## src/rtl/serial_subtractor_if.sv

```systemverilog
// Start/busy/done handshake bundle for serial_subtractor.
// The ovf signal exists only when SERIAL_SUB_OVERFLOW_EN is defined.
interface serial_subtractor_if #(
   parameter int unsigned WIDTH = 8
);
   logic             start;
   logic [WIDTH-1:0] a;
   logic [WIDTH-1:0] b;
   logic             busy;
   logic             done;
   logic [WIDTH-1:0] diff;
   logic             bout;
`ifdef SERIAL_SUB_OVERFLOW_EN
   logic             ovf;

   modport master (output start, a, b, input busy, done, diff, bout, ovf);
   modport slave  (input start, a, b, output busy, done, diff, bout, ovf);
`else
   modport master (output start, a, b, input busy, done, diff, bout);
   modport slave  (input start, a, b, output busy, done, diff, bout);
`endif
endinterface

```

## src/rtl/serial_subtractor.sv

```systemverilog
// Bit-serial subtractor, LSB first, one bit per clock with a registered borrow.
// Optional signed-overflow output is enabled by defining SERIAL_SUB_OVERFLOW_EN.
module serial_subtractor #(
   parameter int unsigned WIDTH = 8
) (
   input logic                clk,
   input logic                rst,
   serial_subtractor_if.slave bus
);
   localparam int unsigned CntW = $clog2(WIDTH);

   typedef enum logic [1:0] {StIdle, StRun, StDone} state_e;

   state_e           state_q, state_d;
   logic [WIDTH-1:0] a_sr_q, a_sr_d;
   logic [WIDTH-1:0] b_sr_q, b_sr_d;
   logic [WIDTH-1:0] diff_q, diff_d;
   logic [CntW-1:0]  cnt_q, cnt_d;
   logic             borrow_q, borrow_d;
   logic             busy_q, busy_d;
   logic             done_q, done_d;
   logic             bout_q, bout_d;
   logic             ai, bi, d_bit, borrow_n;
`ifdef SERIAL_SUB_OVERFLOW_EN
   logic             ovf_q, ovf_d;
`endif

   always_comb begin
      ai       = a_sr_q[0];
      bi       = b_sr_q[0];
      d_bit    = ai ^ bi ^ borrow_q;
      borrow_n = (~ai & bi) | (~(ai ^ bi) & borrow_q);

      state_d  = state_q;
      a_sr_d   = a_sr_q;
      b_sr_d   = b_sr_q;
      diff_d   = diff_q;
      cnt_d    = cnt_q;
      borrow_d = borrow_q;
      busy_d   = 1'b0;
      done_d   = 1'b0;
      bout_d   = bout_q;
`ifdef SERIAL_SUB_OVERFLOW_EN
      ovf_d    = ovf_q;
`endif

      unique case (state_q)
         // DONE accepts start exactly like IDLE so jobs can run back to back.
         StIdle, StDone: begin
            if (bus.start) begin
               state_d  = StRun;
               busy_d   = 1'b1;
               a_sr_d   = bus.a;
               b_sr_d   = bus.b;
               diff_d   = '0;
               cnt_d    = '0;
               borrow_d = 1'b0;
               bout_d   = 1'b0;
`ifdef SERIAL_SUB_OVERFLOW_EN
               ovf_d    = 1'b0;
`endif
            end else begin
               state_d = StIdle;
            end
         end
         StRun: begin
            busy_d   = 1'b1;
            diff_d   = {d_bit, diff_q[WIDTH-1:1]};
            a_sr_d   = a_sr_q >> 1;
            b_sr_d   = b_sr_q >> 1;
            cnt_d    = cnt_q + 1'b1;
            borrow_d = borrow_n;
            if (cnt_q == CntW'(WIDTH - 1)) begin
               state_d = StDone;
               busy_d  = 1'b0;
               done_d  = 1'b1;
               bout_d  = borrow_n;
`ifdef SERIAL_SUB_OVERFLOW_EN
               // On the MSB cycle ai/bi are the operand sign bits.
               ovf_d   = (ai != bi) && (d_bit != ai);
`endif
            end
         end
         default: state_d = StIdle;
      endcase
   end

   always_ff @(posedge clk) begin
      if (rst) begin
         state_q  <= StIdle;
         a_sr_q   <= '0;
         b_sr_q   <= '0;
         diff_q   <= '0;
         cnt_q    <= '0;
         borrow_q <= 1'b0;
         busy_q   <= 1'b0;
         done_q   <= 1'b0;
         bout_q   <= 1'b0;
`ifdef SERIAL_SUB_OVERFLOW_EN
         ovf_q    <= 1'b0;
`endif
      end else begin
         state_q  <= state_d;
         a_sr_q   <= a_sr_d;
         b_sr_q   <= b_sr_d;
         diff_q   <= diff_d;
         cnt_q    <= cnt_d;
         borrow_q <= borrow_d;
         busy_q   <= busy_d;
         done_q   <= done_d;
         bout_q   <= bout_d;
`ifdef SERIAL_SUB_OVERFLOW_EN
         ovf_q    <= ovf_d;
`endif
      end
   end

   assign bus.busy = busy_q;
   assign bus.done = done_q;
   assign bus.diff = diff_q;
   assign bus.bout = bout_q;
`ifdef SERIAL_SUB_OVERFLOW_EN
   assign bus.ovf  = ovf_q;
`endif
endmodule

```

## src/flat_wrapper.sv

```systemverilog
// flat-port wrapper written by rule: the top's interface ports become plain ports
module serial_subtractor_flat 
#(
   parameter int unsigned WIDTH = 8
)
  (clk, rst, bus_start, bus_a, bus_b, bus_busy, bus_done, bus_diff, bus_bout);
  serial_subtractor_if #(.WIDTH(WIDTH)) bus_i ();
  input logic clk;
  input logic rst;
  input wire logic [$bits(bus_i.start)-1:0] bus_start;
  input wire logic [$bits(bus_i.a)-1:0] bus_a;
  input wire logic [$bits(bus_i.b)-1:0] bus_b;
  output wire logic [$bits(bus_i.busy)-1:0] bus_busy;
  output wire logic [$bits(bus_i.done)-1:0] bus_done;
  output wire logic [$bits(bus_i.diff)-1:0] bus_diff;
  output wire logic [$bits(bus_i.bout)-1:0] bus_bout;
  assign bus_i.start = bus_start;
  assign bus_i.a = bus_a;
  assign bus_i.b = bus_b;
  assign bus_busy = bus_i.busy;
  assign bus_done = bus_i.done;
  assign bus_diff = bus_i.diff;
  assign bus_bout = bus_i.bout;
  serial_subtractor #(.WIDTH(WIDTH)) u_core (.clk(clk), .rst(rst), .bus(bus_i));
endmodule
```

## config.mk

```make
export PLATFORM = sky130hd
export DESIGN_NAME = serial_subtractor_flat
export DESIGN_NICKNAME = d
export VERILOG_FILES = /design/src/rtl/serial_subtractor_if.sv /design/src/rtl/serial_subtractor.sv /design/src/flat_wrapper.sv
export SDC_FILE = /design/constraint.sdc
export NUM_CORES = 1
export LEC_CHECK = 0
export CAP_MARGIN = 20
export CELL_PAD_IN_SITES_DETAIL_PLACEMENT = 1
export CELL_PAD_IN_SITES_GLOBAL_PLACEMENT = 2
export CORE_MARGIN = 2
export CORE_UTILIZATION = 31
export DETAILED_ROUTE_END_ITERATION = 7
export PLACE_DENSITY_LB_ADDON = 0.1
export SKIP_LAST_GASP = 1
export SYNTH_ARGS = -nofsm -noshare
export SYNTH_HDL_FRONTEND = slang
export SYNTH_SLANG_ARGS = --single-unit
```

## constraint.sdc

```tcl
create_clock -name clk -period 3 [get_ports clk]
set_clock_uncertainty 0.05 [all_clocks]
set_input_delay 0.3 -clock clk [delete_from_list [all_inputs] [get_ports clk]]
set_output_delay 0.3 -clock clk [all_outputs]
set_load 0.02 [all_outputs]
```

Figure 1. Cell density map.
The die is cut into 7 by 7 equal tiles; black is low, pale yellow is high, 0 to 100% covered.
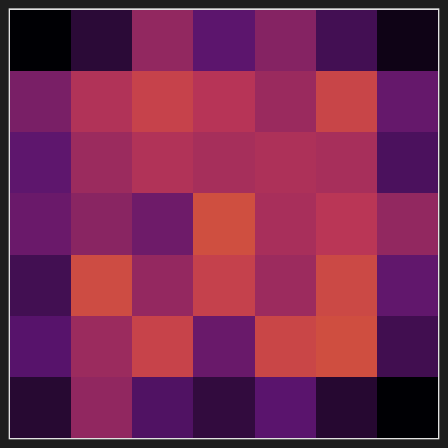
nearly empty tiles = 4.1%
fullest tile = 57%
mean over tiles = 34%

Figure 2. Cell classes on the final placement.
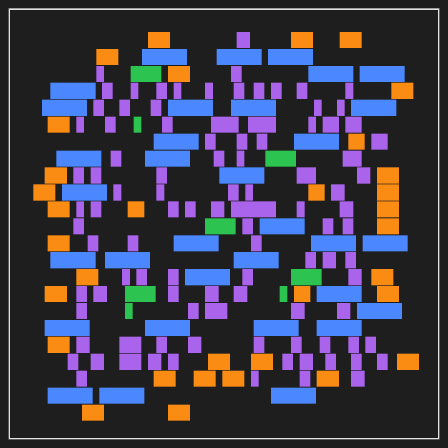
flops -> blue  # cells 33
clock drivers and dummy loads -> green  # cells 8
combinational and other logic -> purple  # cells 100
other buffers and delay cells -> orange  # cells 33
Core Util, Final: 0.418
total number of placement rows: 23
Seq area share: 0.392

Figure 3. Sequential cells grouped by signal name.
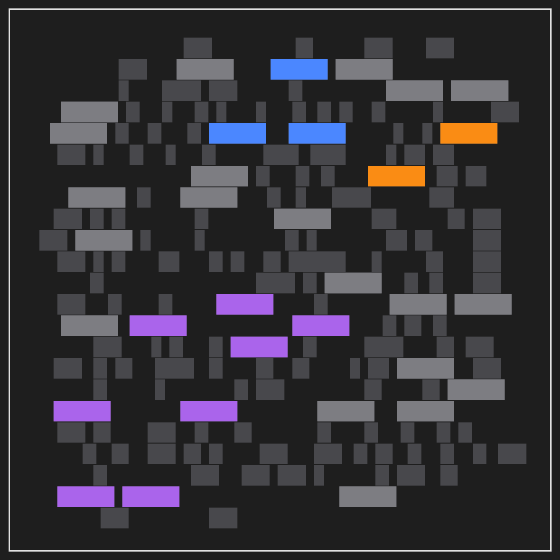
u_core.cnt_q -> blue  # sequential cells 3
u_core.state_q -> orange  # sequential cells 2
u_core.b_sr_q -> purple  # sequential cells 8
not coloured = 20
FF/Latch Area: 661 sq um
total sequential power: 0.481 mW

==> run summary <==
The synthesis and PnR run went through. Sum of negative setup slack landed at 0 ns. Post-route antenna net violation count landed at 0. The switching portion of total power comes to 0.256. Number of buffer cells added on primary ports landed at 29.

The share of the Yosys chip area taken by registers is 0.508. Remaining max-slew budget at the tightest pin landed at 0.353. Total nets after synthesis landed at roughly 170. The run finished with clean final reports. Entering global routing, the biggest net connects 27 pins. Height of the die landed at a little under 70 um.

Worst-path maximum fanout landed at 25. Count of pins on the block boundary landed at 30. Final number of setup-violating endpoints landed at 0. The switching component of the power was reported as about 0.24 mW.

The repair_antennas step left the layout with diodes totalling 0. Summing all non-filler instances in the final layout gives an area of between 1500 and 2000 sq um. The clock net in this run drives a total of 33 sinks.

Setup repair after global routing left no endpoint under its margin. Per the post-place timing report, worst setup slack is 0.840 ns. Power drawn by the combinational cells landed at approximately 0.14 mW. TritonCTS built the clock tree.

Fraction of registers with async set or reset after synthesis landed at 0. The library cell used most frequently in the layout, excluding fill and tap cells, is sky130_fd_sc_hd__dfxtp_1. Global route summary, busiest routing layer listed as met2. The routed design has about 3200 um of wire. Total CTS buffers landed at 5.

The plain and repair buffers instantiated in the layout total 33. The die covers ~4700 sq um. The launch point of the worst register-to-register path is recorded as u_core.state_q[0]$_SDFFE_PP0N_. The floorplan step set the die width to slightly below 70 um. Initial standard-cell utilization of the core landed at 0.323.

Setup slack of the most critical reg-to-reg path landed at 1.13 ns. Final net count landed at between 150 and 200. Data arrival at the endpoint of the critical path landed at around 2 ns.

Looking at the gate-level netlist, the highest instance count belongs to sky130_fd_sc_hd__dfxtp_1. The timing report notes that buffer and inverter cells on the critical path total 1. After detailed routing, the wire length on met1 is between 1500 and 2000 um. Of the total synthesized cell area, the portion taken by XOR and XNOR cells is 0. For reference, the top logic cell family by area is simple AND/OR/NAND/NOR gates.

Internal power comes to 0.695 mW. Multi-input logic gates represent a cell area share of 0.331. Looking at the VDD voltage map, the peak drop is ~170 uV.

Complex-gate fraction of the synthesized area landed at 0.138. The stage logs contain a warning count of 26. Ranked by power, first place goes to registers. Proportion of layout cells with a drive suffix above 1 landed at 0.0747. In this run the critical path is formed by nand2b_1 -> buf_4 -> o22ai_1 -> nor3_1.
Figure 4. Routing congestion.
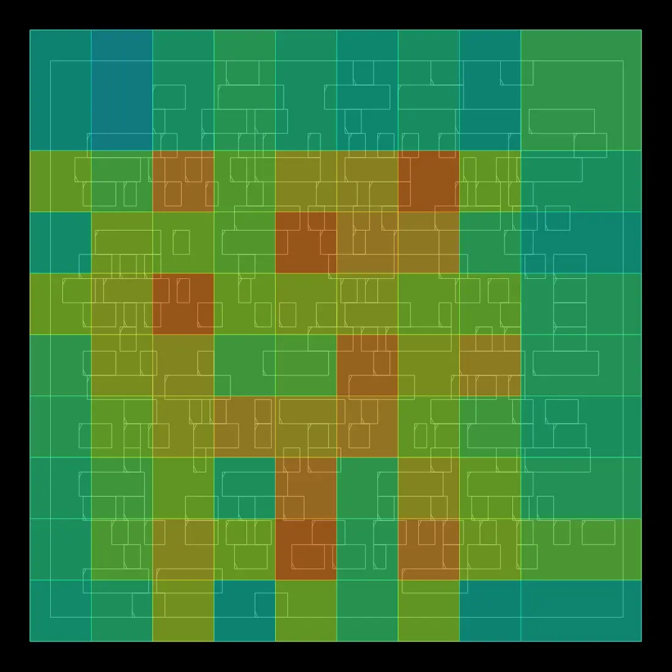
global-route usage over all layers: 0.159
GRT met3 Usage: 0.0536
global-route track usage on met2: 0.257

Figure 5. Cells by drive strength.
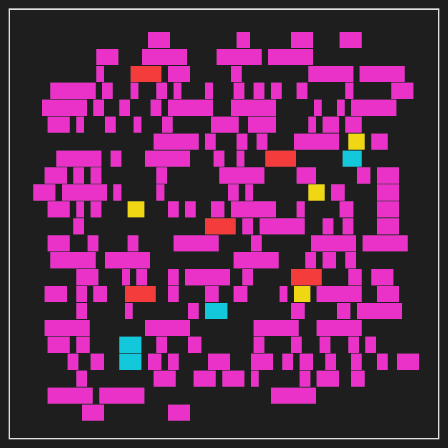
_2 cells -> cyan  # cells 4, share 2.3%, most used nor3_2
_3 and _4 cells -> yellow  # cells 4, share 2.3%, most used buf_4
_0 and _1 cells -> magenta  # cells 161, share 93%, most used dfxtp_1
_6 and larger -> red  # cells 5, share 2.9%, most used clkbuf_8

Power is estimated from default activity; no workload was simulated.
